`src/rtl/atpg_entry_ctrl_pkg.sv`:
```
// Shared types and constants for the ATPG/IDDQ test-mode entry controller.
// State encoding is visible on state_o, so the values are pinned.
package atpg_pkg;

  localparam int KEY_W = 16;

  localparam logic [KEY_W-1:0] KEY_ATPG_DEF = 16'hA55A;
  localparam logic [KEY_W-1:0] KEY_IDDQ_DEF = 16'h5AA5;

  typedef enum logic [2:0] {
    ST_IDLE   = 3'd0,
    ST_DEB    = 3'd1,
    ST_SHIFT  = 3'd2,
    ST_ACTIVE = 3'd3,
    ST_LOCK   = 3'd4
  } state_e;

  // Key bits arrive MSB-first, so each new bit enters at the LSB end.
  function automatic logic [KEY_W-1:0] shift_in(input logic [KEY_W-1:0] key,
                                                input logic            bit_in);
    return {key[KEY_W-2:0], bit_in};
  endfunction

endpackage

```
`src/rtl/atpg_entry_ctrl_if.sv`:
```
// Pad-side signals of the test-mode entry controller bundled as one port.
// master = tester/pad side, slave = controller side.
interface atpg_entry_ctrl_if;

  logic       tst_i;
  logic       key_clk_i;
  logic       key_dat_i;
  logic       atpg_mode_o;
  logic       iddq_mode_o;
  logic       entry_err_o;
  logic [2:0] state_o;

  modport master (
    output tst_i, key_clk_i, key_dat_i,
    input  atpg_mode_o, iddq_mode_o, entry_err_o, state_o
  );

  modport slave (
    input  tst_i, key_clk_i, key_dat_i,
    output atpg_mode_o, iddq_mode_o, entry_err_o, state_o
  );

endinterface

```
`src/rtl/atpg_entry_ctrl_sync_edge.sv`:
```
// Two-flop synchronizer for an asynchronous pad. With RISE_EN set, q is a
// one-cycle rising-edge pulse (third flop); otherwise q is the synced level.
module sync_edge #(
  parameter bit RISE_EN = 1'b0
) (
  input  logic clk,
  input  logic rst,
  input  logic d,
  output logic q
);

  logic meta_reg;
  logic sync_reg;

  always_ff @(posedge clk) begin
    if (rst) begin
      meta_reg <= 1'b0;
      sync_reg <= 1'b0;
    end else begin
      meta_reg <= d;
      sync_reg <= meta_reg;
    end
  end

  generate
    if (RISE_EN) begin : g_rise
      logic prev_reg;

      always_ff @(posedge clk) begin
        if (rst) begin
          prev_reg <= 1'b0;
        end else begin
          prev_reg <= sync_reg;
        end
      end

      assign q = sync_reg & ~prev_reg;
    end else begin : g_level
      assign q = sync_reg;
    end
  endgenerate

endmodule

```
`src/rtl/atpg_entry_ctrl.sv`:
```
// Test-mode entry controller: debounced TST qualifies entry, a 16-bit serial
// key then selects ATPG or IDDQ mode, or locks entry on a wrong key/timeout.
module atpg_entry_ctrl
  import atpg_pkg::*;
#(
  parameter int unsigned      DEB_CYC  = 8,
  parameter int unsigned      TMO_CYC  = 255,
  parameter logic [KEY_W-1:0] KEY_ATPG = KEY_ATPG_DEF,
  parameter logic [KEY_W-1:0] KEY_IDDQ = KEY_IDDQ_DEF
) (
  input  logic               clk,
  input  logic               rst,
  atpg_entry_ctrl_if.slave   bus
);

  localparam logic [7:0]  DEB_LAST = 8'(DEB_CYC - 1);
  localparam logic [15:0] TMO_LAST = 16'(TMO_CYC - 1);
  localparam logic [15:0] TMO_SAT  = 16'(TMO_CYC);

  logic [2:0] pad_raw;
  logic [2:0] pad_sync;
  logic       tst_s;
  logic       key_rise;
  logic       dat_s;

  assign pad_raw = {bus.key_dat_i, bus.key_clk_i, bus.tst_i};

  // Lane 1 (key clock) is the only one that needs an edge strobe.
  generate
    for (genvar gi = 0; gi < 3; gi++) begin : g_sync
      sync_edge #(
        .RISE_EN (gi == 1)
      ) u_sync (
        .clk (clk),
        .rst (rst),
        .d   (pad_raw[gi]),
        .q   (pad_sync[gi])
      );
    end
  endgenerate

  assign tst_s    = pad_sync[0];
  assign key_rise = pad_sync[1];
  assign dat_s    = pad_sync[2];

  state_e           state_reg;
  logic [7:0]       deb_cnt_reg;
  logic [15:0]      tmo_cnt_reg;
  logic [4:0]       bit_cnt_reg;
  logic [KEY_W-1:0] key_reg;
  logic             atpg_reg;
  logic             iddq_reg;
  logic             err_reg;
  logic [KEY_W-1:0] key_shift;

  assign key_shift = shift_in(key_reg, dat_s);

  // deb_cnt_reg counts qualifying TST-high cycles in DEB and TST-low cycles in ACTIVE.
  always_ff @(posedge clk) begin
    if (rst) begin
      state_reg   <= ST_IDLE;
      deb_cnt_reg <= '0;
      tmo_cnt_reg <= '0;
      bit_cnt_reg <= '0;
      key_reg     <= '0;
      atpg_reg    <= 1'b0;
      iddq_reg    <= 1'b0;
      err_reg     <= 1'b0;
    end else begin
      case (state_reg)
        ST_IDLE: begin
          if (tst_s) begin
            state_reg   <= ST_DEB;
            deb_cnt_reg <= '0;
          end
        end

        ST_DEB: begin
          if (!tst_s) begin
            state_reg <= ST_IDLE;
          end else if (deb_cnt_reg == DEB_LAST) begin
            state_reg   <= ST_SHIFT;
            key_reg     <= '0;
            bit_cnt_reg <= '0;
            tmo_cnt_reg <= '0;
          end else begin
            deb_cnt_reg <= deb_cnt_reg + 8'd1;
          end
        end

        ST_SHIFT: begin
          if (!tst_s) begin
            state_reg <= ST_IDLE;
          end else if (key_rise) begin
            key_reg     <= key_shift;
            bit_cnt_reg <= bit_cnt_reg + 5'd1;
            tmo_cnt_reg <= '0;
            if (bit_cnt_reg == 5'd15) begin
              deb_cnt_reg <= '0;
              if (key_shift == KEY_ATPG) begin
                state_reg <= ST_ACTIVE;
                atpg_reg  <= 1'b1;
              end else if (key_shift == KEY_IDDQ) begin
                state_reg <= ST_ACTIVE;
                iddq_reg  <= 1'b1;
              end else begin
                state_reg <= ST_LOCK;
                err_reg   <= 1'b1;
              end
            end
          end else if (tmo_cnt_reg == TMO_LAST) begin
            tmo_cnt_reg <= TMO_SAT;
            state_reg   <= ST_LOCK;
            err_reg     <= 1'b1;
          end else if (tmo_cnt_reg != TMO_SAT) begin
            tmo_cnt_reg <= tmo_cnt_reg + 16'd1;
          end
        end

        ST_ACTIVE: begin
          if (tst_s) begin
            deb_cnt_reg <= '0;
          end else if (deb_cnt_reg == DEB_LAST) begin
            state_reg   <= ST_IDLE;
            atpg_reg    <= 1'b0;
            iddq_reg    <= 1'b0;
            deb_cnt_reg <= '0;
          end else begin
            deb_cnt_reg <= deb_cnt_reg + 8'd1;
          end
        end

        ST_LOCK: begin
          atpg_reg <= 1'b0;
          iddq_reg <= 1'b0;
          if (!tst_s) begin
            state_reg <= ST_IDLE;
            err_reg   <= 1'b0;
          end
        end

        default: begin
          state_reg <= ST_IDLE;
          atpg_reg  <= 1'b0;
          iddq_reg  <= 1'b0;
          err_reg   <= 1'b0;
        end
      endcase
    end
  end

  assign bus.atpg_mode_o = atpg_reg;
  assign bus.iddq_mode_o = iddq_reg;
  assign bus.entry_err_o = err_reg;
  assign bus.state_o     = state_reg;

endmodule

```
`src/flat_wrapper.sv`:
```
// flat-port wrapper written by rule: the top's interface ports become plain ports
module atpg_entry_ctrl_flat import atpg_pkg::*;
#(
  parameter int unsigned      DEB_CYC  = 8,
  parameter int unsigned      TMO_CYC  = 255,
  parameter logic [KEY_W-1:0] KEY_ATPG = KEY_ATPG_DEF,
  parameter logic [KEY_W-1:0] KEY_IDDQ = KEY_IDDQ_DEF
)
  (clk, rst, bus_tst_i, bus_key_clk_i, bus_key_dat_i, bus_atpg_mode_o, bus_iddq_mode_o, bus_entry_err_o, bus_state_o);
  atpg_entry_ctrl_if bus_i ();
  input  logic clk;
  input  logic rst;
  input wire logic [$bits(bus_i.tst_i)-1:0] bus_tst_i;
  input wire logic [$bits(bus_i.key_clk_i)-1:0] bus_key_clk_i;
  input wire logic [$bits(bus_i.key_dat_i)-1:0] bus_key_dat_i;
  output wire logic [$bits(bus_i.atpg_mode_o)-1:0] bus_atpg_mode_o;
  output wire logic [$bits(bus_i.iddq_mode_o)-1:0] bus_iddq_mode_o;
  output wire logic [$bits(bus_i.entry_err_o)-1:0] bus_entry_err_o;
  output wire logic [$bits(bus_i.state_o)-1:0] bus_state_o;
  assign bus_i.tst_i = bus_tst_i;
  assign bus_i.key_clk_i = bus_key_clk_i;
  assign bus_i.key_dat_i = bus_key_dat_i;
  assign bus_atpg_mode_o = bus_i.atpg_mode_o;
  assign bus_iddq_mode_o = bus_i.iddq_mode_o;
  assign bus_entry_err_o = bus_i.entry_err_o;
  assign bus_state_o = bus_i.state_o;
  atpg_entry_ctrl #(.DEB_CYC(DEB_CYC), .TMO_CYC(TMO_CYC), .KEY_ATPG(KEY_ATPG), .KEY_IDDQ(KEY_IDDQ)) u_core (.clk(clk), .rst(rst), .bus(bus_i));
endmodule
```
`config.mk`:
```
export PLATFORM = sky130hd
export DESIGN_NAME = atpg_entry_ctrl_flat
export DESIGN_NICKNAME = d
export VERILOG_FILES = /design/src/rtl/atpg_entry_ctrl_pkg.sv /design/src/rtl/atpg_entry_ctrl_if.sv /design/src/rtl/atpg_entry_ctrl_sync_edge.sv /design/src/rtl/atpg_entry_ctrl.sv /design/src/flat_wrapper.sv
export SDC_FILE = /design/constraint.sdc
export NUM_CORES = 1
export LEC_CHECK = 0
export ABC_AREA = 1
export CORE_AREA = 4 4 87 98
export CTS_CLUSTER_DIAMETER = 60
export DETAILED_ROUTE_END_ITERATION = 7
export DIE_AREA = 0 0 91 102
export PLACE_DENSITY = 0.66
export SYNTH_ARGS = -nofsm -noshare
export SYNTH_HDL_FRONTEND = slang
export SYNTH_SLANG_ARGS = --single-unit
```
`constraint.sdc`:
```
create_clock -name clk -period 3.2 [get_ports clk]
set_input_delay 0.48 -clock clk [delete_from_list [all_inputs] [get_ports clk]]
set_output_delay 0.48 -clock clk [all_outputs]
set_load 0.02 [all_outputs]
```
**Signal wires by layer**

(3 px per um)
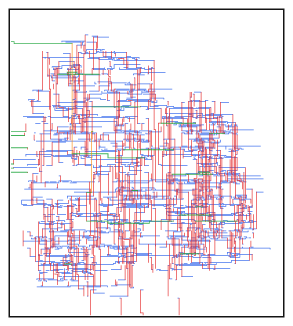
metal 1 -> blue  # wire length 3270 um
metal 3 -> green  # wire length 220 um
metal 4 -> orange  # wire length 57.1 um
metal 2 -> red  # wire length 3230 um

**Register map, names as in the netlist**

(3 px per um)
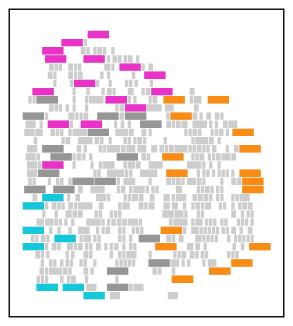
`u_core.key_reg` -> magenta  # placed flops 15
`u_core.deb_cnt_reg` -> cyan  # placed flops 8, where lower left
`u_core.tmo_cnt_reg` -> orange  # placed flops 16

**Congestion heat map**

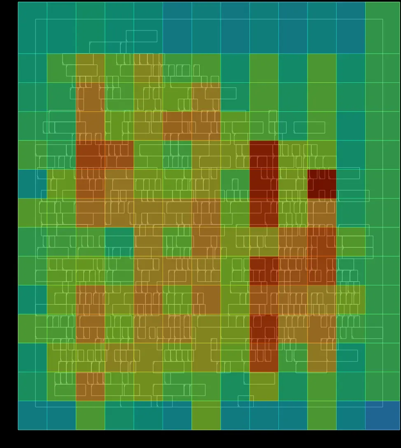
met2 Track Usage GR: 0.266
average wire per standard cell: 11.1 um
GR met1 Demand/Resource: 0.198

==> flow_metrics.env <==
# physical design summary
export IMPL_layout_drive_gt1_share=0.0906
export IMPL_final_area_um2=3540
export IMPL_yosys_cells=507
export IMPL_die_w_um=91
export IMPL_drt_iter0_markers=105
export IMPL_crit_path_start="u_core.bus.state_o[1]$_SDFFE_PP0P_"
export IMPL_wl_met3_um=219
export IMPL_grt_pass1_vias=2756
export IMPL_critPathKind="flop to flop"
export IMPL_syn_to_final_growth_pct=8.94
export IMPL_maxSlewHeadroom=0.541
export IMPL_synth_nets=517
export IMPL_fp_coreArea_um2=7660
export IMPL_required_ns=3.47
export IMPL_worstHoldStart="u_core.g_sync[0].u_sync.meta_reg$_SDFF_PP0_"
export IMPL_final_min_clock_period_ns=1.98
export IMPL_wl_met2_um=3230
export IMPL_post_cts_buffers=0
export IMPL_setup_viol=0
export IMPL_worst_endpoint_arrival_ns=2.25
export IMPL_fp_util=0.424
export IMPL_dp_hpwl_um=4720
export IMPL_portBuffers=10
export IMPL_antenna_cells=0
export IMPL_max_vdd_ir_drop_mv=0.249
export IMPL_cts_sinks=57
export IMPL_fmax_ghz=0.504
export IMPL_path_clk_slew_ns=0.07
export IMPL_fin_crit_sh=0.620
export IMPL_hold_class="flop to flop"
export IMPL_critPathLaunchType="flop"
export IMPL_hold_viol=0
export IMPL_wl_met1_um=3270
export IMPL_drt_total_wl_um=6770
export IMPL_grt_max_degree=40
export IMPL_numCtsBuffers=9
export IMPL_first_pass_iters=5
export IMPL_synth_seq_cells=57
export IMPL_finClkSkew_ns=0.0101
export IMPL_warnings=27
export IMPL_cts_resized=0
export IMPL_cts_htree_levels=3
export IMPL_p_leak_nw=1.40
export IMPL_yosys_warnings=0
export IMPL_edf_count=0
export IMPL_slew_violations=0
export IMPL_crit_fanout=20
export IMPL_clock_path_buffers=2
export IMPL_ys_seq_share=0.351
export IMPL_die_y_um=102
export IMPL_syn_avg_cell_area_um2=6.40
export IMPL_clock_latency_late_pin_ns=0.33
export IMPL_track_usage=0.157
export IMPL_nets=524
export IMPL_largest_reg_flops=16
export IMPL_worstMarginPinSlew_ns=0.686
export IMPL_root_buffer="clkbuf_8"
export IMPL_viasPerCell=4.95
export IMPL_rows=34
export IMPL_ant_nets=0
export IMPL_cts_tree="yes"
export IMPL_highest_layer="met4"
export IMPL_io_pins=11
export IMPL_r2r_start="u_core.bus.state_o[1]$_SDFFE_PP0P_"
export IMPL_gp_congestion=0.839
export IMPL_outcome="completed"
export IMPL_holdPathStages=2
export IMPL_drc_errors=0
export IMPL_die_area_um2=9280
export IMPL_power_density_nw_per_um2=571
export IMPL_utilization=0.462
export IMPL_ys_async_sr_fraction=0
export IMPL_antenna_found_initial=0
export IMPL_worstRegToRegCells=8
export IMPL_syn_inst=507
export IMPL_synth_area_um2=3250
export IMPL_n_fill_cell=787
export IMPL_cp_end_kind="flop"
export IMPL_flop_cell="dfxtp_1"
export IMPL_maxCapViolations=0
export IMPL_synth_cell_types=32
export IMPL_cts_hold_buffers=0
export IMPL_placed_area_um2=3360
export IMPL_fin_setup_tns_ns=0
export IMPL_grt_pass1_wl_um=12100
export IMPL_finalPower_w=0.00202
export IMPL_yosys_area_um2=3250
export IMPL_gr_total_overflow=0
export IMPL_rsz0062_at_grt="no"
export IMPL_vias=3015
**Routed clock nets over the placement**

(4 px per um)
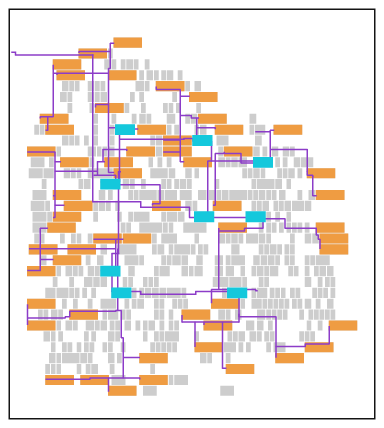
clock drivers -> cyan  # count 9
clock wires -> purple  # length 824 um
flip-flops -> orange  # count 57
flops lie = widely spread
routed clock nets = 10

**The metal 3 layer**

(3 px per um)
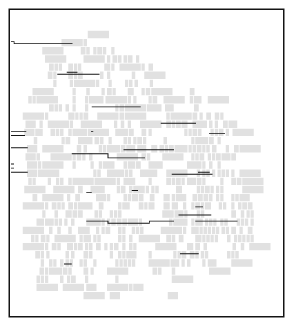
main direction = horizontal
longest straight run = 19.3 um
nets with wire on the layer = 20

[area by class of cell]
class	count	area (um^2)	share of cell area
sequential	57	1140	0.323
clock buffer	11	151	0.0428
clock inverter	5	30.0	0.00849
inverter	62	233	0.0658
timing repair buffer	11	108	0.0304
tap	90	113	0.0318
multi-input combinational	373	1760	0.498
[cells in the mapped netlist, types with 2 or more instances]
cell | instances | area, um^2
clkbuf_1 | 5 | 18.8
nand2_1 | 151 | 567
ha_1 | 5 | 62.6
a21oi_2 | 5 | 43.8
inv_1 | 57 | 214
o21ai_0 | 10 | 50.1
nand3b_1 | 2 | 15.0
nand3_2 | 4 | 40.0
nand3_1 | 39 | 195
buf_6 | 6 | 67.6
inv_2 | 5 | 18.8
buf_4 | 2 | 15.0
xor2_1 | 3 | 26.3
nand4_1 | 9 | 56.3
dfxtp_1 | 57 | 1140
nor3_1 | 3 | 15.0
buf_2 | 2 | 10.0
a21oi_1 | 39 | 195
nor2_4 | 3 | 33.8
nor2_1 | 82 | 308
nand2_2 | 6 | 37.5
nand2_4 | 2 | 22.5
[worst paths after layout]
check	end	slack [ns]
setup / recovery	u_core.bit_cnt_reg[2]$_SDFFE_PP0P_	1.22
hold / removal	u_core.g_sync[0].u_sync.q$_SDFF_PP0_	0.40
setup reg to reg	u_core.bit_cnt_reg[2]$_SDFFE_PP0P_	1.22
hold reg to reg	u_core.g_sync[0].u_sync.q$_SDFF_PP0_	0.40
[metrics by stage]
step | hold slack (ns) | setup slack (ns) | instances
2_1_floorplan | 0.388 | 1.57 | 507
3_3_place_gp | 0.392 | 1.23 | 593
3_5_place_dp | 0.397 | 1.23 | 593
4_1_cts | 0.406 | 1.18 | 609
5_1_grt | 0.418 | 0.961 | 609
6_report | 0.403 | 1.22 | 609
[power breakdown]
part | internal (W) | total (W) | switching, W
clock network | 0.000319 | 0.000613 | 0.000294
registers | 0.000746 | 0.000788 | 0.0000428
logic | 0.000197 | 0.000620 | 0.000423
total | 0.00126 | 0.00202 | 0.000760
[cells in the final DEF (no fill, tap or decap), types with 4 or more instances in the layout]
cell type and instances:
nand3_1 39, nand2_2 6, ha_1 5, a21oi_2 5
dfxtp_1 57, a21oi_1 39, o21ai_0 10, inv_1 57
nor2_1 82, inv_2 5, clkdlybuf4s50_1 10, clkbuf_8 11
nand3_2 4, nand2_1 151, nand4_1 9
[metal layers]
| layer | vias to the layer above | track usage |
|---|---|---|
| li1 | 1606 | - |
| met1 | 1359 | 0.198 |
| met2 | 46 | 0.266 |
| met3 | 4 | 0.0353 |
| met4 | 0 | 0.0557 |
| met5 | - | 0 |
[critical path, cell delays in order, from the launching register on]
cell	delay [ns]
dfxtp_1	0.48
nand3_2	0.32
inv_2	0.18
nand2_1	0.14
nand2_4	0.16
nand2_2	0.25
o21ai_2	0.19
nand3_1	0.08
nor2_1	0.10
[kinds of logic after synthesis]
kind of cell / after synthesis / synth area share
flops: 57 / 0.351
fa+ha+maj: 5 / 0.0193
compound gates: 60 / 0.105
simple gates: 304 / 0.407
xor+xnor: 4 / 0.0108
buf+inv: 77 / 0.106
